**Run 1: track usage over the die**

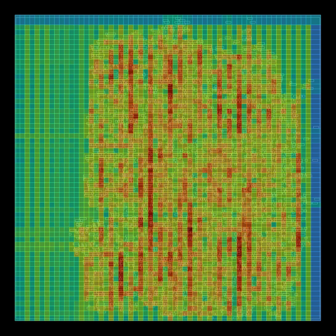
**Run 1: clock distribution**

(1 px per µm)
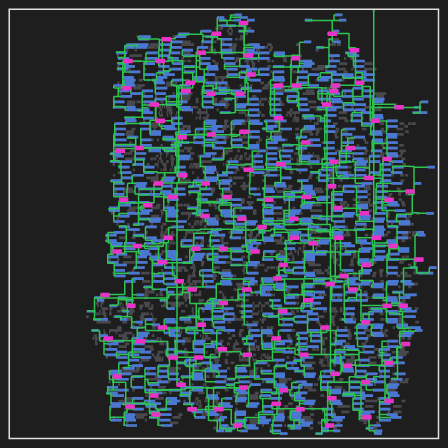
**Run 1: port wiring**

(1 px per µm)
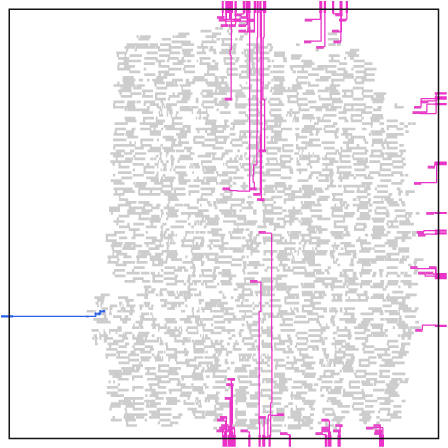
**src/rtl/coproc_batch_pkg.sv**
```systemverilog
`default_nettype none
// ============================================================================
// Module   : coproc_batch_pkg
// Purpose  : Shared types, default geometry and width helper for the
//            coprocessor ping-pong batch buffer.
// Revision : 1.0 - initial release
// ============================================================================
package coproc_batch_pkg;

    typedef enum logic [1:0] {
        EMPTY   = 2'd0,
        FILLING = 2'd1,
        FULL    = 2'd2
    } bank_state_t;

    localparam int DEF_ELEM_W    = 8;
    localparam int DEF_ROW_ELEMS = 8;
    localparam int DEF_ROWS      = 8;

    // Index width with a floor of one bit so degenerate counts stay legal.
    function automatic int idx_width(input int n);
        return (n > 1) ? $clog2(n) : 1;
    endfunction

endpackage
`default_nettype wire

```
**src/rtl/coproc_batch_packer.sv**
```systemverilog
`default_nettype none
// ============================================================================
// Module   : coproc_batch_packer
// Purpose  : Element/row counters and lane strobes that pack write beats
//            into rows of the current write bank.
// Revision : 1.0 - initial release
// ============================================================================
module coproc_batch_packer
    import coproc_batch_pkg::*;
#(
    parameter int ROW_ELEMS = DEF_ROW_ELEMS,
    parameter int ROWS      = DEF_ROWS,
    parameter int ROW_AW    = idx_width(ROWS)
)(
    input  logic                 i_clk,
    input  logic                 i_clr,
    input  logic                 i_accept,
    input  logic                 i_flush,
    input  logic                 i_bank_filling,
    output logic [ROW_AW-1:0]    o_row,
    output logic [ROW_ELEMS-1:0] o_lane_we,
    output logic                 o_clear_row,
    output logic                 o_last,
    output logic                 o_commit,
    output logic [ROW_AW:0]      o_commit_rows
);

    localparam int E_W = idx_width(ROW_ELEMS);
    localparam int RW1 = ROW_AW + 1;
    localparam logic [E_W-1:0]    c_LAST_E = E_W'(ROW_ELEMS - 1);
    localparam logic [ROW_AW-1:0] c_LAST_R = ROW_AW'(ROWS - 1);

    logic [E_W-1:0]    r_elem;
    logic [ROW_AW-1:0] r_row;
    logic              w_row_end;
    logic [ROW_AW:0]   w_row_ext;

    assign w_row_end   = (r_elem == c_LAST_E);
    assign w_row_ext   = {1'b0, r_row};
    assign o_row       = r_row;
    assign o_clear_row = i_accept & (r_elem == '0);
    assign o_last      = i_accept & w_row_end & (r_row == c_LAST_R);

    // A flush sees the bank after the same-cycle write, so an accepted beat
    // makes the bank flushable and always leaves exactly r+1 rows touched.
    assign o_commit      = i_flush & (i_bank_filling | i_accept) & ~o_last;
    assign o_commit_rows = i_accept ? (w_row_ext + RW1'(1))
                                    : (w_row_ext + RW1'(r_elem != '0));

    for (genvar k = 0; k < ROW_ELEMS; k++) begin : g_lane
        assign o_lane_we[k] = i_accept & (r_elem == E_W'(k));
    end

    always_ff @(posedge i_clk) begin
        if (i_clr) begin
            r_elem <= '0;
            r_row  <= '0;
        end else if (o_last || o_commit) begin
            r_elem <= '0;
            r_row  <= '0;
        end else if (i_accept) begin
            if (w_row_end) begin
                r_elem <= '0;
                r_row  <= r_row + ROW_AW'(1);
            end else begin
                r_elem <= r_elem + E_W'(1);
            end
        end
    end

endmodule
`default_nettype wire

```
**src/rtl/coproc_batch_buffer.sv**
```systemverilog
`default_nettype none
// ============================================================================
// Module   : coproc_batch_buffer
// Purpose  : Two-bank ping-pong batch buffer between the soft-CPU write path
//            and the systolic-array row read port.
// Revision : 1.0 - initial release
// ============================================================================
module coproc_batch_buffer
    import coproc_batch_pkg::*;
#(
    parameter int ELEM_W    = DEF_ELEM_W,
    parameter int ROW_ELEMS = DEF_ROW_ELEMS,
    parameter int ROWS      = DEF_ROWS,
    parameter int ROW_AW    = idx_width(ROWS)
)(
    input  logic                          i_clk,
    input  logic                          i_clr,
    input  logic                          i_wr_valid,
    input  logic [ELEM_W-1:0]             i_wr_data,
    output logic                          o_wr_ready,
    input  logic                          i_flush,
    input  logic [ROW_AW-1:0]             i_rd_row,
    output logic [ELEM_W*ROW_ELEMS-1:0]   o_rd_data,
    output logic                          o_rd_ready,
    input  logic                          i_rd_done,
    output logic [ROW_AW:0]               o_rows_valid,
    output logic                          o_overflow
);

    localparam int ROW_W = ELEM_W * ROW_ELEMS;
    localparam int RW1   = ROW_AW + 1;
    localparam logic [ROW_AW:0] c_ROWS = RW1'(ROWS);

    bank_state_t        r_state     [2];
    bank_state_t        w_state_nxt [2];
    logic [ROW_AW:0]    r_rows_wr   [2];
    logic [ROW_AW:0]    w_rows_nxt  [2];
    logic               r_wb;
    logic               r_rb;
    logic [ROW_W-1:0]   r_mem [2][ROWS];

    logic                 w_accept;
    logic                 w_release;
    logic                 w_close;
    logic                 w_rd_hit;
    logic [ROW_AW-1:0]    w_row;
    logic [ROW_ELEMS-1:0] w_lane_we;
    logic                 w_clear_row;
    logic                 w_last;
    logic                 w_commit;
    logic [ROW_AW:0]      w_commit_rows;

    assign o_wr_ready   = (r_state[r_wb] != FULL);
    assign o_rd_ready   = (r_state[r_rb] == FULL);
    assign o_rows_valid = o_rd_ready ? r_rows_wr[r_rb] : '0;
    assign w_accept     = i_wr_valid & o_wr_ready;
    assign w_release    = i_rd_done & o_rd_ready;
    assign w_close      = w_last | w_commit;

    coproc_batch_packer #(
        .ROW_ELEMS (ROW_ELEMS),
        .ROWS      (ROWS),
        .ROW_AW    (ROW_AW)
    ) u_packer (
        .i_clk          (i_clk),
        .i_clr          (i_clr),
        .i_accept       (w_accept),
        .i_flush        (i_flush),
        .i_bank_filling (r_state[r_wb] == FILLING),
        .o_row          (w_row),
        .o_lane_we      (w_lane_we),
        .o_clear_row    (w_clear_row),
        .o_last         (w_last),
        .o_commit       (w_commit),
        .o_commit_rows  (w_commit_rows)
    );

    // When wb == rb no release and close can coincide, so the indexed
    // updates below never collide on the same bank.
    always_comb begin
        for (int b = 0; b < 2; b++) begin
            w_state_nxt[b] = r_state[b];
            w_rows_nxt[b]  = r_rows_wr[b];
        end
        if (w_accept && r_state[r_wb] == EMPTY) begin
            w_state_nxt[r_wb] = FILLING;
        end
        if (w_close) begin
            w_state_nxt[r_wb] = FULL;
            w_rows_nxt[r_wb]  = w_last ? c_ROWS : w_commit_rows;
        end
        if (w_release) begin
            w_state_nxt[r_rb] = EMPTY;
        end
    end

    always_ff @(posedge i_clk) begin
        if (i_clr) begin
            for (int b = 0; b < 2; b++) begin
                r_state[b]   <= EMPTY;
                r_rows_wr[b] <= '0;
            end
            r_wb       <= 1'b0;
            r_rb       <= 1'b0;
            o_overflow <= 1'b0;
        end else begin
            for (int b = 0; b < 2; b++) begin
                r_state[b]   <= w_state_nxt[b];
                r_rows_wr[b] <= w_rows_nxt[b];
            end
            if (w_close)   r_wb <= ~r_wb;
            if (w_release) r_rb <= ~r_rb;
            if (i_wr_valid && !o_wr_ready) o_overflow <= 1'b1;
        end
    end

    // Starting a row clears its unused lanes so a flushed partial row pads with zeros.
    always_ff @(posedge i_clk) begin
        for (int k = 0; k < ROW_ELEMS; k++) begin
            if (w_lane_we[k]) begin
                r_mem[r_wb][w_row][k*ELEM_W +: ELEM_W] <= i_wr_data;
            end else if (w_clear_row) begin
                r_mem[r_wb][w_row][k*ELEM_W +: ELEM_W] <= '0;
            end
        end
    end

    assign w_rd_hit = o_rd_ready
                    && ({1'b0, i_rd_row} < r_rows_wr[r_rb])
                    && ({1'b0, i_rd_row} < c_ROWS);

    always_ff @(posedge i_clk) begin
        if (i_clr) begin
            o_rd_data <= '0;
        end else begin
            o_rd_data <= w_rd_hit ? r_mem[r_rb][i_rd_row] : '0;
        end
    end

endmodule
`default_nettype wire
```
**config.mk**
```make
export PLATFORM = sky130hd
export DESIGN_NAME = coproc_batch_buffer
export DESIGN_NICKNAME = d
export VERILOG_FILES = /design/src/rtl/coproc_batch_pkg.sv /design/src/rtl/coproc_batch_packer.sv /design/src/rtl/coproc_batch_buffer.sv
export SDC_FILE = /design/constraint.sdc
export NUM_CORES = 1
export LEC_CHECK = 0
export CORE_UTILIZATION = 26
export DETAILED_ROUTE_END_ITERATION = 12
export DONT_BUFFER_PORTS = 1
export PLACE_DENSITY_LB_ADDON = 0.2
export SYNTH_ARGS = -nofsm -noshare
export SYNTH_HDL_FRONTEND = slang
export SYNTH_HIERARCHICAL = 1
export SYNTH_SLANG_ARGS = --single-unit
```
**constraint.sdc**
```tcl
create_clock -name i_clk -period 3.26 [get_ports i_clk]
set_input_delay 0.978 -clock i_clk [delete_from_list [all_inputs] [get_ports i_clk]]
set_output_delay 0.978 -clock i_clk [all_outputs]
set_load 0.01 [all_outputs]
```
==> metrics.yaml, run 1 <==
status:
  outcome: "completed"
timing:
  finalSetupTns_ns: 0
  worst_slack_ns: 0.242
  period_needed_ns: 3.02
  setup_viol_count_final: 0
  slew_violations: 0
  relSlewSlack: 0.203
  worst_pin_slew_ns: 1.20
  finalHoldViolCount: 0
  rsz0062_at_grt: "no"
  max_freq_mhz: 331
synth:
  ys_cells: 2903
  xor_share: 0.000186
  async_flop_share: 0
  mux_share: 0.133
  yosysSeqAreaShare: 0.689
  edf_count: 1024
  ys.flop_type: "edfxtp_1"
cells_and_area:
  comb_cells: 1575
  combGateArea_um2: 13700
  design_area_um2: 55000
  regMostFlops: "r_mem"
  regArea_um2: 32500
  final_util: 0.307
  lay_top_cells: "edfxtp_1, nor2b_1, mux2i_1"
  nNonClkBuffers: 237
  area_growth_pct: 16.8
  area_dominant_class: "flip-flops and latches"
  layout.nets: 3084
  largest_reg_flops: 1024
  fillers: 17800
  flops: 1111
  n_all_inverters: 10
  comb_area_frac: 0.248
  diodes: 4
  buf_share: 0.0337
  fin_cells: 5514
routing:
  routed-via-count: 25200
  wl_met2_um: 67900
  drt_iter0_markers: 1858
  wl_met1_um: 60700
  post-route-drc-count: 0
  highest_layer: "met4"
  wl_met3_um: 5570
  routed_wl_um: 137000
  via_per_inst: 4.57
global_route:
  overflow: 0
  grt_pass1_wl_um: 195000
  antenna_found_initial: 7
  grt_max_degree: 325
  grtUsageTotal: 0.149
hold_path:
  hold_path_class: "input pin to flop"
clock_tree:
  cts-root-buf: "clkbuf_16"
  cts_sinks: 1111
  numCtsBuffers: 119
  cts_setup_buffers: 0
  clk_pin_slew_ns: 0.06
  cts.hold.buffers_added: 0
  cts_buffer_depth: 3
  cts_tree: "done"
worst_setup_path:
  worst-path-buf-inv: 0
  cp.required_ns: 2.28
  max_stage_delay_ns: 0.56
  crit_chain: "nand3b_1, o21a_1, nor2_1"
  crit_end: "o_rows_valid[1]"
  crit_cells: 3
  end_kind: "primary output"
  path_class: "flop to primary output"
  r2r_start: "r_state[0][0]"
  crit_fanout: 18
job:
  cap_violations: 0
pwr:
  vdd_drop_max_v: 0.000388
floorplanning:
  io_pins: 87
  fp_util: 0.263
placement:
  hpwl_um: 84200
Notes on 'track usage over the die' above:
met3 Use GR: 0.0201
routed len/inst: 24.9 µm
M2 GR Usage: 0.256
met1 Usage GRT: 0.195
GRT Max-Usage Layer: met2

Notes on 'clock distribution' above:
[blue] flip-flops | count: 1111
[green] clock wires | length: 14900 µm
[magenta] clock-net drivers | count: 119
routed clock nets: 120

Notes on 'port wiring' above:
| color | port | bits | direction | edge | end cells | buffers | wire |
|---|---|---|---|---|---|---|---|
| blue | `i_wr_valid` | 1 | input | west | 4 | 0 | 98.7 µm |
| magenta | `o_rd_data` | 64 | output | 26 south, 24 north, 14 east | 64 | 0 | 2400 µm |

run 1: report_power, final:
group          total, W  switching, W  internal, W
combinational   0.00200       0.00115     0.000846
clock            0.0140       0.00585      0.00816
sequential       0.0159     0.0000841       0.0158
total            0.0319       0.00708       0.0248
run 1: cell usage after synthesis (2+ instances only):
cell type	number	share of area
inv_1	9	0.00072
nor2b_1	272	0.036
nor3_2	55	0.012
a211oi_1	2	0.00032
nor3_1	11	0.0012
nand2_1	39	0.0031
and3_1	6	0.00080
buf_6	11	0.0026
a211o_1	2	0.00037
buf_2	57	0.0061
clkbuf_1	117	0.0093
nand3_1	4	0.00042
a21bo_2	3	0.00064
a221oi_1	63	0.012
nor3b_2	2	0.00053
o21ai_1	17	0.0018
buf_1	6	0.00048
mux4_2	129	0.062
mux2_2	64	0.015
nand2b_1	13	0.0017
mux2i_1	264	0.056
nor2_1	180	0.014
and2_1	265	0.035
buf_4	16	0.0025
a21oi_1	6	0.00064
nand3b_1	8	0.0013
nor3b_1	2	0.00032
or3b_2	2	0.00037
a22oi_1	85	0.014
ha_1	14	0.0037
o21ai_0	4	0.00042
edfxtp_1	1024	0.65
a22oi_2	47	0.012
dfxtp_1	87	0.037
run 1: how the worst min path moves through the flow:
| stage | start | depth (start not counted) | endpoint |
|---|---|---|---|
| after global routing | i_clr | 1 | flop |
| final | i_clr | 1 | flop |
| after detailed placement | r_rows_wr[0][2] | 2 | r_rows_wr[0][2] |
| after global placement | r_rows_wr[0][0] | 2 | r_rows_wr[0][0] |
| after floorplan | r_rows_wr[0][0] | 2 | r_rows_wr[0][0] |
| after CTS | i_clr | 1 | flop |
**Run 1: wiring heat map**

(1 px per µm) 21 x 21 tiles, from white (low) to dark blue (high), scaled to the fullest tile. Values are wire area over tile area, all layers added.
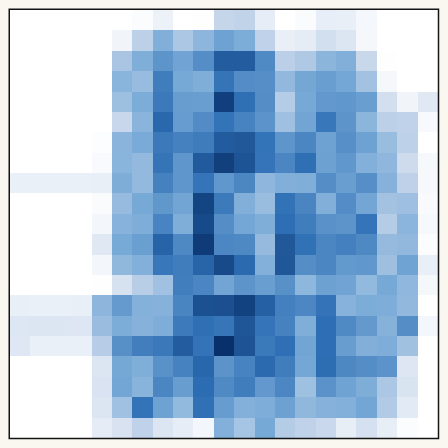

==> run 2: changes to the inputs <==
Settings changed: CORE_ASPECT_RATIO from default to 0.9, MAX_ROUTING_LAYER from default to met4.
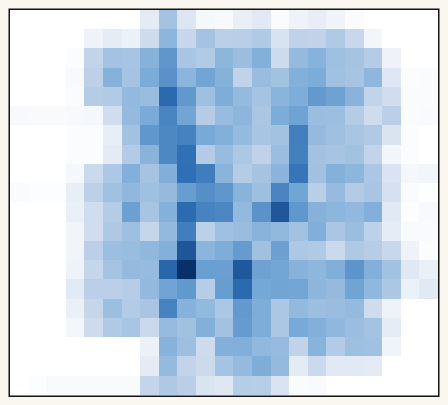
**Above:** run 2 (wiring heat map).
23 x 20 tiles, from white (low) to dark blue (high), scaled to the fullest tile. Values are wire area over tile area, all layers added.
fullest tile: 0.44
emptiest ninth of the die: south-west
tiles over half the peak: 12%
densest ninth of the die: center
mean over tiles: 0.12
nearly empty tiles: 23%

==> metrics.yaml, run 2 <==
cells_and_area:
  fin_cells: 5556  # +0.76%
  combGateArea_um2: 13700  # unchanged
  layout.nets: 3094  # +0.32%
  lay_top_cells: "edfxtp_1, nor2b_1, mux2i_1"
  design_area_um2: 55300  # +0.52%
  regArea_um2: 32500  # unchanged
  area_growth_pct: 17.4
  fillers: 17700  # -0.31%
  regMostFlops: "r_mem"
synth:
  ys_cells: 2903  # unchanged
  netlist.area_leader.share: 0.653  # unchanged
  mux_share: 0.133  # unchanged
  edf_count: 1024  # unchanged
  ys.flop_type: "edfxtp_1"
  top_area_cell: "edfxtp_1"
  area_leaders: "edfxtp_1, mux4_2, mux2i_1"
  synthTopCellsByCount: "edfxtp_1, nor2b_1, and2_1"
worst_setup_path:
  cp.required_ns: 3.78  # +1.50 ns
  path_class: "flop to flop"
  max_stage_delay_ns: 0.65  # +0.09 ns
  worst-path-buf-inv: 3  # +3
  end_kind: "flop"
  crit_fanout: 28  # +10
timing:
  max_freq_mhz: 351  # +5.9%
  worst_pin_slew_ns: 1.27  # +0.0718 ns
  slew_violations: 0  # unchanged
  worst_slack_ns: 0.411  # +0.169 ns
  rsz0062_at_grt: "no"
  period_needed_ns: 2.85  # -0.169 ns
  finalHoldViolCount: 0  # unchanged
clock_tree:
  clk_pin_slew_ns: 0.06  # about the same
  cts-root-buf: "clkbuf_16"
  numCtsBuffers: 131  # +10%
  cts_sinks: 1111  # unchanged
  cts_setup_buffers: 0  # unchanged
  cts.hold.buffers_added: 0  # unchanged
status:
  outcome: "finished with violations"
  violations: "design-rule violations"
routing:
  post-route-drc-count: 12  # +12
  via_per_inst: 4.58  # +0.22%
  routed-via-count: 25500  # +0.98%
  routed_wl_um: 139000  # +1.3%
  drt_iter0_markers: 1919  # +3.3%
global_route:
  antenna_found_initial: 5  # -2
  overflow: 0  # unchanged
  grtUsageTotal: 0.156  # +0.00622
hold_path:
  hold_path_class: "input pin to flop"
floorplanning:
  fp_util: 0.263  # about the same
run 2: cell counts after synthesis:
No cell type changed its count.
run 2: layout make-up:
| class | count | area share |
|---|---|---|
| diodes | 5 | 0.000226 |
| clock buffers | 157 | 0.0622 |
| clock inverters | 79 | 0.0149 |
| inverters | 10 | 0.000678 |
| multi-input cells | 1575 | 0.247 |
| flip-flops and latches | 1111 | 0.587 |
| well taps | 2384 | 0.0539 |
| repair buffers | 235 | 0.0339 |
run 2: worst paths after layout:
| check | from | endpoint | slack, ns | depth (start not counted) |
|---|---|---|---|---|
| max | r_state[0][0] | r_mem[0][199] | 0.41 | 10 |
| max reg2reg | r_state[0][0] | r_mem[0][199] | 0.41 | 10 |
| min reg2reg | r_rows_wr[0][3] | r_rows_wr[0][3] | 0.50 | 2 |
| min | i_clr | flop | 0.29 | 1 |
run 2: per-layer routing:
| metal | vias to the layer above | track usage | share of wire |
|---|---|---|---|
| li1 | 11500 | - | - |
| met5 | - | - | 0 |
| met4 | 0 | 0.0533 | 0.030 |
| met2 | 592 | 0.252 | 0.48 |
| met1 | 13200 | 0.198 | 0.45 |
| met3 | 188 | 0.0239 | 0.042 |
run 2: power breakdown:
part	switching, W	internal [W]
clock network	0.00600	0.00866
registers	0.0000822	0.0158
logic	0.00117	0.000865
run 2: worst reg2reg max path: cells and delay by family, from the launching register on:
kind,cells,cell delay [ns]
flops,1,0.33
buf+inv,3,0.48
simple gates,5,0.92
compound gates,2,0.89
run 2: stage by stage:
stage | power [W] | util
after floorplan | 0.0178 | -
after global placement | 0.0182 | 0.285
after detailed placement | 0.0182 | 0.285
after CTS | 0.0330 | 0.309
after global routing | 0.0336 | 0.309
final | 0.0326 | 0.309
Power and IR drop assume default switching activity.
